$ cat src/rtl/rotr_sched.sv
// rtl/rotr_sched.sv - round-robin scheduler sharing one registered rotate-right unit between two requesters
module rotr_sched #(
    parameter int DATA_WIDTH  = 256,
    parameter int ROT_LATENCY = 1
) (
    input  logic                  clk,
    input  logic                  rst_n,
    input  logic                  req0_valid,
    output logic                  req0_ready,
    input  logic [DATA_WIDTH-1:0] req0_data,
    input  logic [7:0]            req0_shamt,
    input  logic                  req0_left,
    input  logic                  req1_valid,
    output logic                  req1_ready,
    input  logic [DATA_WIDTH-1:0] req1_data,
    input  logic [7:0]            req1_shamt,
    input  logic                  req1_left,
    output logic                  rot_enable,
    output logic [DATA_WIDTH-1:0] rot_a,
    output logic [DATA_WIDTH-1:0] rot_shift,
    input  logic [DATA_WIDTH-1:0] rot_result,
    output logic                  resp_valid,
    input  logic                  resp_ready,
    output logic [DATA_WIDTH-1:0] resp_data,
    output logic                  resp_id,
    output logic                  busy
);

    localparam int CNT_W = (ROT_LATENCY > 1) ? $clog2(ROT_LATENCY) : 1;
    localparam logic [CNT_W-1:0] CNT_LAST = CNT_W'(ROT_LATENCY - 1);

    typedef enum logic [1:0] {IDLE, EXEC, CAPT, RESP} state_t;

    state_t                  state;
    state_t                  state_next;
    logic [CNT_W-1:0]        cnt;
    logic                    last;
    logic [7:0]              shamt;
    logic                    grant0;
    logic                    grant1;
    logic                    take;
    logic [DATA_WIDTH-1:0]   sel_data;
    logic [7:0]              sel_shamt;
    logic                    sel_left;
    logic [7:0]              sel_amt;

    // Both valid: the requester other than the last one served wins.
    always_comb begin
        grant0    = req0_valid && (!req1_valid || last);
        grant1    = req1_valid && (!req0_valid || !last);
        take      = (state == IDLE) && (grant0 || grant1);
        sel_data  = grant1 ? req1_data  : req0_data;
        sel_shamt = grant1 ? req1_shamt : req0_shamt;
        sel_left  = grant1 ? req1_left  : req0_left;
        sel_amt   = sel_left ? (8'd0 - sel_shamt) : sel_shamt;
    end

    always_ff @(posedge clk) begin
        if (!rst_n) begin
            state <= IDLE;
        end else begin
            state <= state_next;
        end
    end

    always_comb begin
        state_next = state;
        case (state)
            IDLE:    if (take) state_next = EXEC;
            EXEC:    if (cnt == CNT_LAST) state_next = CAPT;
            CAPT:    state_next = RESP;
            RESP:    if (resp_ready) state_next = IDLE;
            default: state_next = IDLE;
        endcase
    end

    always_comb begin
        req0_ready = rst_n && (state == IDLE) && grant0;
        req1_ready = rst_n && (state == IDLE) && grant1;
        rot_enable = (state == EXEC);
        resp_valid = (state == RESP);
        busy       = (state != IDLE);
    end

    always_ff @(posedge clk) begin
        if (!rst_n) begin
            cnt       <= '0;
            last      <= 1'b1;
            rot_a     <= '0;
            shamt     <= '0;
            resp_data <= '0;
            resp_id   <= 1'b0;
        end else begin
            case (state)
                IDLE: begin
                    if (take) begin
                        rot_a   <= sel_data;
                        shamt   <= sel_amt;
                        resp_id <= grant1;
                        last    <= grant1;
                        cnt     <= '0;
                    end
                end
                EXEC:    cnt <= cnt + 1'b1;
                CAPT:    resp_data <= rot_result;
                default: ;
            endcase
        end
    end

    assign rot_shift = {{(DATA_WIDTH-8){1'b0}}, shamt};

endmodule

$ cat config.mk
export PLATFORM = sky130hd
export DESIGN_NAME = rotr_sched
export DESIGN_NICKNAME = d
export VERILOG_FILES = /design/src/rtl/rotr_sched.sv
export SDC_FILE = /design/constraint.sdc
export NUM_CORES = 1
export LEC_CHECK = 0
export CAP_MARGIN = 20
export CORE_AREA = 2 2 614 616
export DETAILED_ROUTE_END_ITERATION = 10
export DIE_AREA = 0 0 616 618
export GPL_TIMING_DRIVEN = 0
export SLEW_MARGIN = 30
export SYNTH_ARGS = -nofsm -noshare
export SYNTH_HDL_FRONTEND = slang
export SYNTH_SLANG_ARGS = --single-unit
$ cat constraint.sdc
create_clock -name clk -period 1.57 [get_ports clk]
set_input_delay 0.314 -clock clk [delete_from_list [all_inputs] [get_ports clk]]
set_output_delay 0.314 -clock clk [all_outputs]
set_load 0.02 [all_outputs]
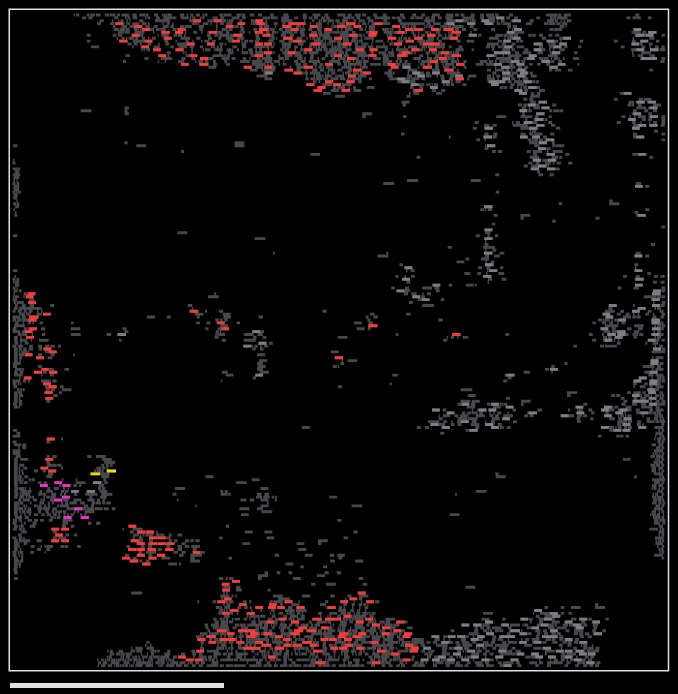
run_1/ff_map.png
Bar = 200 um. Other sequential cells in the stronger gray, the rest of the logic in the fainter gray.
- magenta: `shamt` (sequential cells 8; where bottom left)
- red: `rot_a` (sequential cells 256)
- yellow: `state` (sequential cells 2)

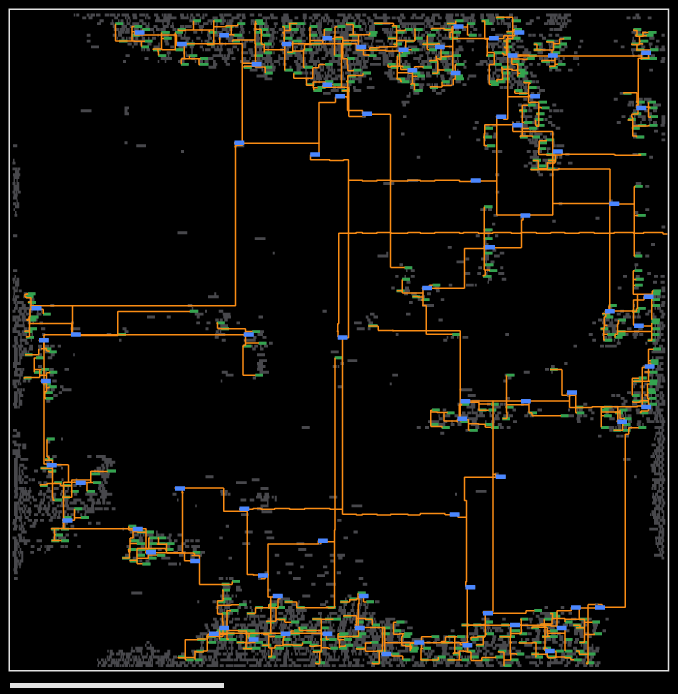
run_1/clock_wires.png
Bar = 200 um.
- blue: clock-net drivers (count 78)
- green: flip-flops (count 525)
- orange: clock wires (length 12500 um)
- flops lie: widely spread

==> impl_metrics.json, run 1 <==
{
  "synth-seq-cells": 525,
  "rsz0062_at_grt": "true",
  "num_vias": 26709,
  "powerDensity_mw_per_mm2": 1750,
  "whs_ns": 0.0981,
  "synthTopLogicFamily": "simple AND/OR/NAND/NOR gates",
  "pre_cts_ws_ns": -1.96,
  "slowest_delay_ns": 0.38,
  "ys_cells": 2610,
  "status": "complete, but fails checks",
  "core_sq_mm": 0.374,
  "p_switching_mw": 39.6,
  "numCtsBuffers": 78,
  "violations": "setup timing",
  "clkPwrFrac_pct": 22.0,
  "cts_sinks": 525,
  "setup_viol": 999,
  "drtAntennaViolNets": 0,
  "crit_end": "rot_a[42]",
  "cts-root-buf": "clkbuf_16",
  "drive_gt1_share_pct": 26.8,
  "finalMaxSlewViolations": 0,
  "fa_ha_area_share_pct": 0.330,
  "cts_buffer_depth": 4,
  "finalNetCount": 5188,
  "dr_wl_met3_mm": 34.4,
  "grt_pass1_wl_mm": 334,
  "met1Wirelength_mm": 91.3,
  "netlist_area_sq_mm": 0.0228,
  "synthTopCellsByCount": "dfxtp_1, nand2_1, nor2_1",
  "syn_inst": 2610,
  "final-hold-violation-count": 0,
  "min_path_type": "input pin to flip-flop",
  "layout_setup_ws_ns": -0.633,
  "cp-end-kind": "flip-flop",
  "rr_endpoint": "rot_a[42]",
  "ios": 1565,
  "port_buffers": 1316,
  "cts_resized": 803,
  "r2r-start": "state[0]",
  "ctsHoldBuffers": 3,
  "synth_cell_types": 40,
  "power.share.combinational_pct": 54.6,
  "first_global_vias": 24521
}
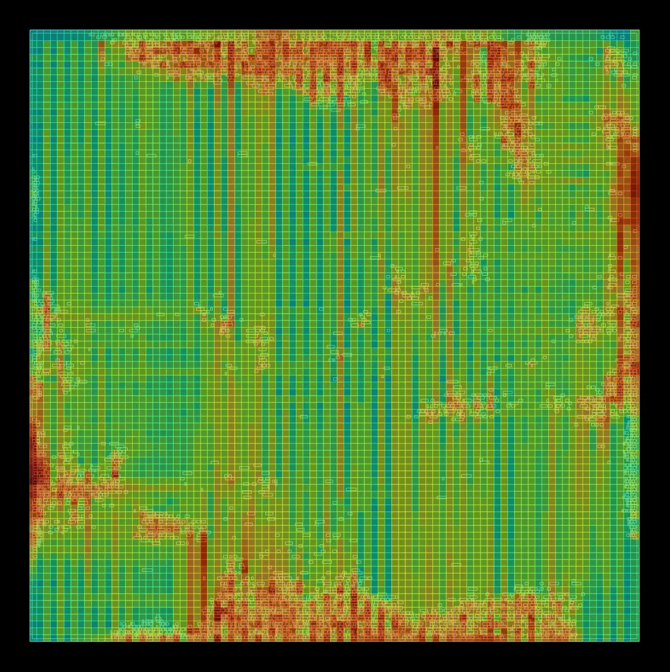
run_1/congestion_map.png
final core utilization: 13.5%
drt wl/cell: 30.2 um
GR Util All Layers: 14.2%

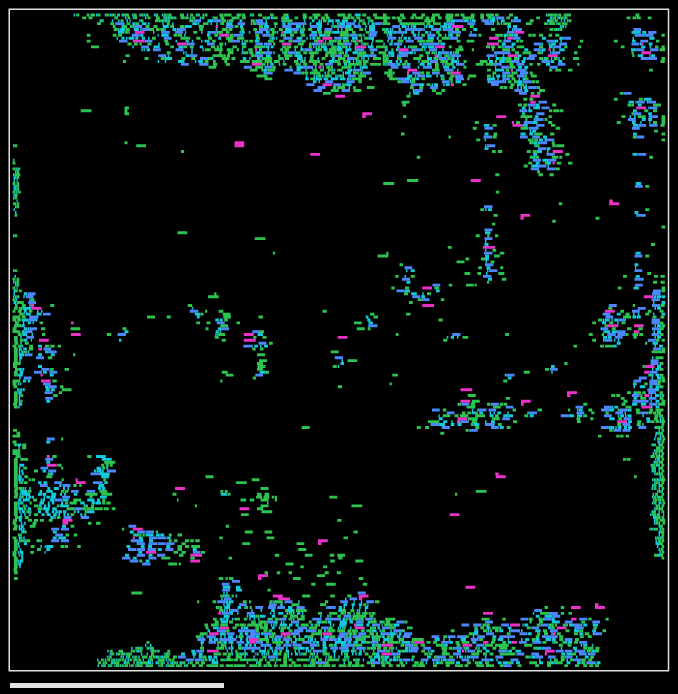
run_1/class_map.png
Bar = 200 um.
- magenta: clock drivers and dummy loads (cells 139; share of their area 6.1%)
- cyan: remaining logic cells (cells 1881; share of their area 25%)
- green: remaining buffers and delay cells (cells 1905; share of their area 44%)
- blue: registers (cells 525; share of their area 25%)
FP Rows: 225
fin area: 0.0503 sq mm

[run 1: power groups by stage]
stage,Combinational (mW),Sequential [mW],Clock (mW)
after global routing,51.4,21.1,20.5
after CTS,44.5,20.0,20.2
final,48.2,20.7,19.4
after floorplan,11.2,23.2,0
after global placement,39.8,19.9,0
after detailed placement,39.9,20.0,0
[run 1: sequential cells by signal (all words and copies together), names as in the netlist]
signal	flops
last	1
rot_a	256
shamt	8
resp_data	256
state	2
resp_id	1
cnt	1
[run 1: cell type report]
class / count / area (sq um)
Sequential cell: 525 / 10800
Inverter: 6 / 37.5
Timing Repair Buffer: 1458 / 15700
Clock inverter: 35 / 485
Multi-Input combinational cell: 1875 / 11100
Tap cell: 4994 / 6250
Antenna cell: 20 / 50.0
Buffer: 447 / 3680
Fill cell: 42634 / 324000
Clock buffer: 104 / 2180
--- run 2 (diff from run 1) ---
Settings changed: ABC_CLOCK_PERIOD_IN_PS from default to 1570, CORE_AREA 2 2 614 616 to 2 2 617 619, DIE_AREA 0 0 616 618 to 0 0 619 621, DONT_BUFFER_PORTS from default to 1.
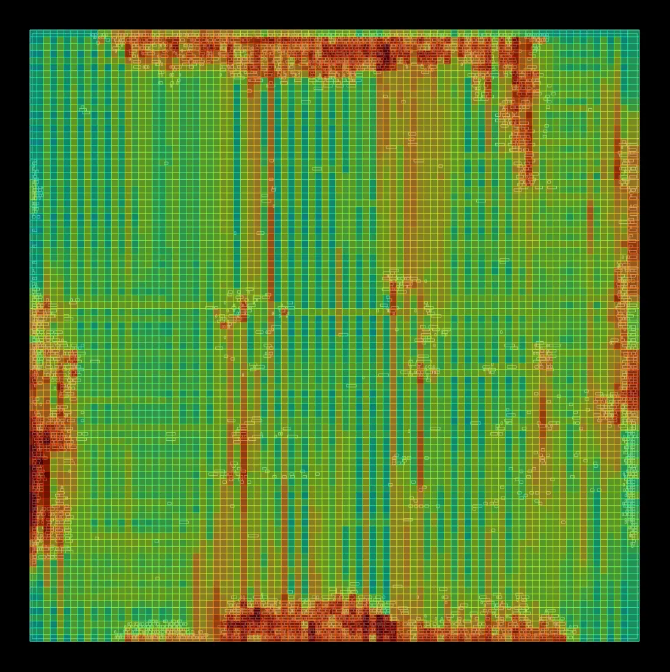
run_2/congestion_map.png
Top Usage Layer GRT: met2
met1 Use GR: 12.9%
final core utilization: 11.7%

==> impl_metrics.json, run 2 <==
{
  "synthTopCellsByCount": "dfxtp_1, nand2_1, nor2_1",
  "layout_setup_ws_ns": -1.30,
  "inverters": 6,
  "cts_resized": 368,
  "violations": "setup timing",
  "dr_wl_met3_mm": 40.2,
  "p_switching_mw": 39.4,
  "synth-seq-cells": 525,
  "status": "complete, but fails checks",
  "comb_cells": 1875,
  "min_path_type": "input pin to flip-flop",
  "num_vias": 26393,
  "port_buffers": 0,
  "power.group.top": "registers",
  "pg_clk_mw": 17.6,
  "netlist_area_sq_mm": 0.0228,
  "tap_cells": 5016,
  "fillCellCount": 43068,
  "row_count": 226,
  "setup_viol": 978,
  "cts_buffer_depth": 4,
  "whs_ns": 0.170,
  "wl_per_cell_um": 33.0,
  "clkPwrFrac_pct": 22.1,
  "grt_use_total_pct": 14.6,
  "met1Wirelength_mm": 88.1
}
[run 2: cell count changes in the layout (fill, tap and decap cells not counted), sizes merged, moves of 2 or more]
cell	previous run	this run
buf	687	470
bufinv	10	4
clkbuf	180	177
clkdlybuf4s15	35	0
clkdlybuf4s50	959	0
diode	20	93
dlygate4sd2	144	0
dlygate4sd3	3	794
inv	15	13
[run 2: worst paths after layout]
kind                    endpoint  slack (ns)  startpoint
setup reg to reg      rot_a[194]       -0.72    state[0]
setup / recovery      req1_ready       -1.30    state[0]
hold / removal    resp_data[255]        0.17       rst_n
hold reg to reg        rot_a[10]        0.60   rot_a[10]
--- run 3 (diff from run 2) ---
Settings changed: ABC_CLOCK_PERIOD_IN_PS 1570 to default.
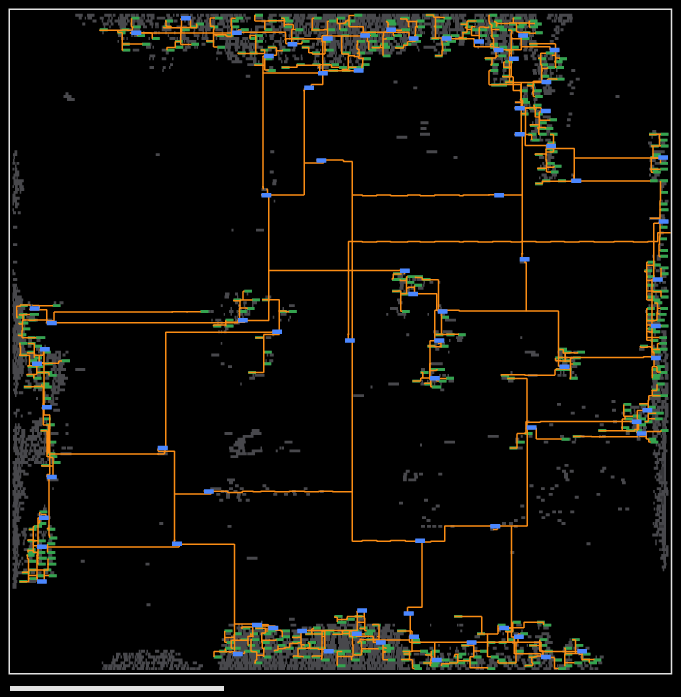
run_3/clock_wires.png
Bar = 200 um.
clk ins delay skew pair: 0.81 ns
clock skew: 0.0736 ns
clk pwr: 17.6 mW
Clock power frac: 22.1%

==> impl_metrics.json, run 3 <==
{
  "status": "complete, but fails checks",
  "violations": "setup timing",
  "row_count": 226,
  "clk_pin_slew_worst_paths_ns": 0.05,
  "power.group.top": "registers",
  "rr_endpoint": "rot_a[194]",
  "r2r_cells": 13,
  "worstHoldStart": "rst_n",
  "wl_per_cell_um": 33.0,
  "r2r-start": "state[0]",
  "netlist_area_sq_mm": 0.0228,
  "port_buffers": 0,
  "synthTopCellsByCount": "dfxtp_1, nand2_1, nor2_1",
  "tap_cells": 5016,
  "inverters": 6,
  "dr.pass1.iters": 5,
  "layout_setup_ws_ns": -1.30,
  "setup_viol": 978,
  "min_path_type": "input pin to flip-flop",
  "synth_cell_types": 40,
  "cts_buffer_depth": 4,
  "cts_max_level": 3,
  "critical-path-top-delay-family": "simple AND/OR/NAND/NOR gates",
  "comb_cells": 1875,
  "r2r_slack_ns": -0.72,
  "num_vias": 26393,
  "drtAntennaViolNets": 0,
  "cts_resized": 368,
  "crit_chain": "inv_4 > ha_4 > clkinvlp_4 > nor3_4",
  "final_util_pct": 11.7,
  "grt_use_total_pct": 14.6,
  "placed_cell_area_sq_mm": 0.0303,
  "min_to": "resp_data[255]"
}
-- run 3: metal layers --
metal	global-route usage, %	up-vias	part of all wire (%)
li1	-	10974	-
met1	12.9	12582	30
met2	26.7	2096	51
met3	8.28	727	14
met4	6.77	14	5.8
met5	0	-	0.031
-- run 3: how the worst max path moves through the flow --
stage          slack [ns]  cells past startpoint     start             end
6_report            -1.30                      4  state[0]      req1_ready
5_1_grt             -1.43                      4  state[1]      req1_ready
4_1_cts             -1.50                      4  state[1]      req1_ready
3_5_place_dp        -1.87                      8  state[0]      rot_a[215]
3_3_place_gp        -2.71                      5     rst_n  resp_data[112]
2_1_floorplan       -0.01                      7  state[0]  resp_data[225]
Power figures rest on the tool's default switching activity, not on a simulated workload.
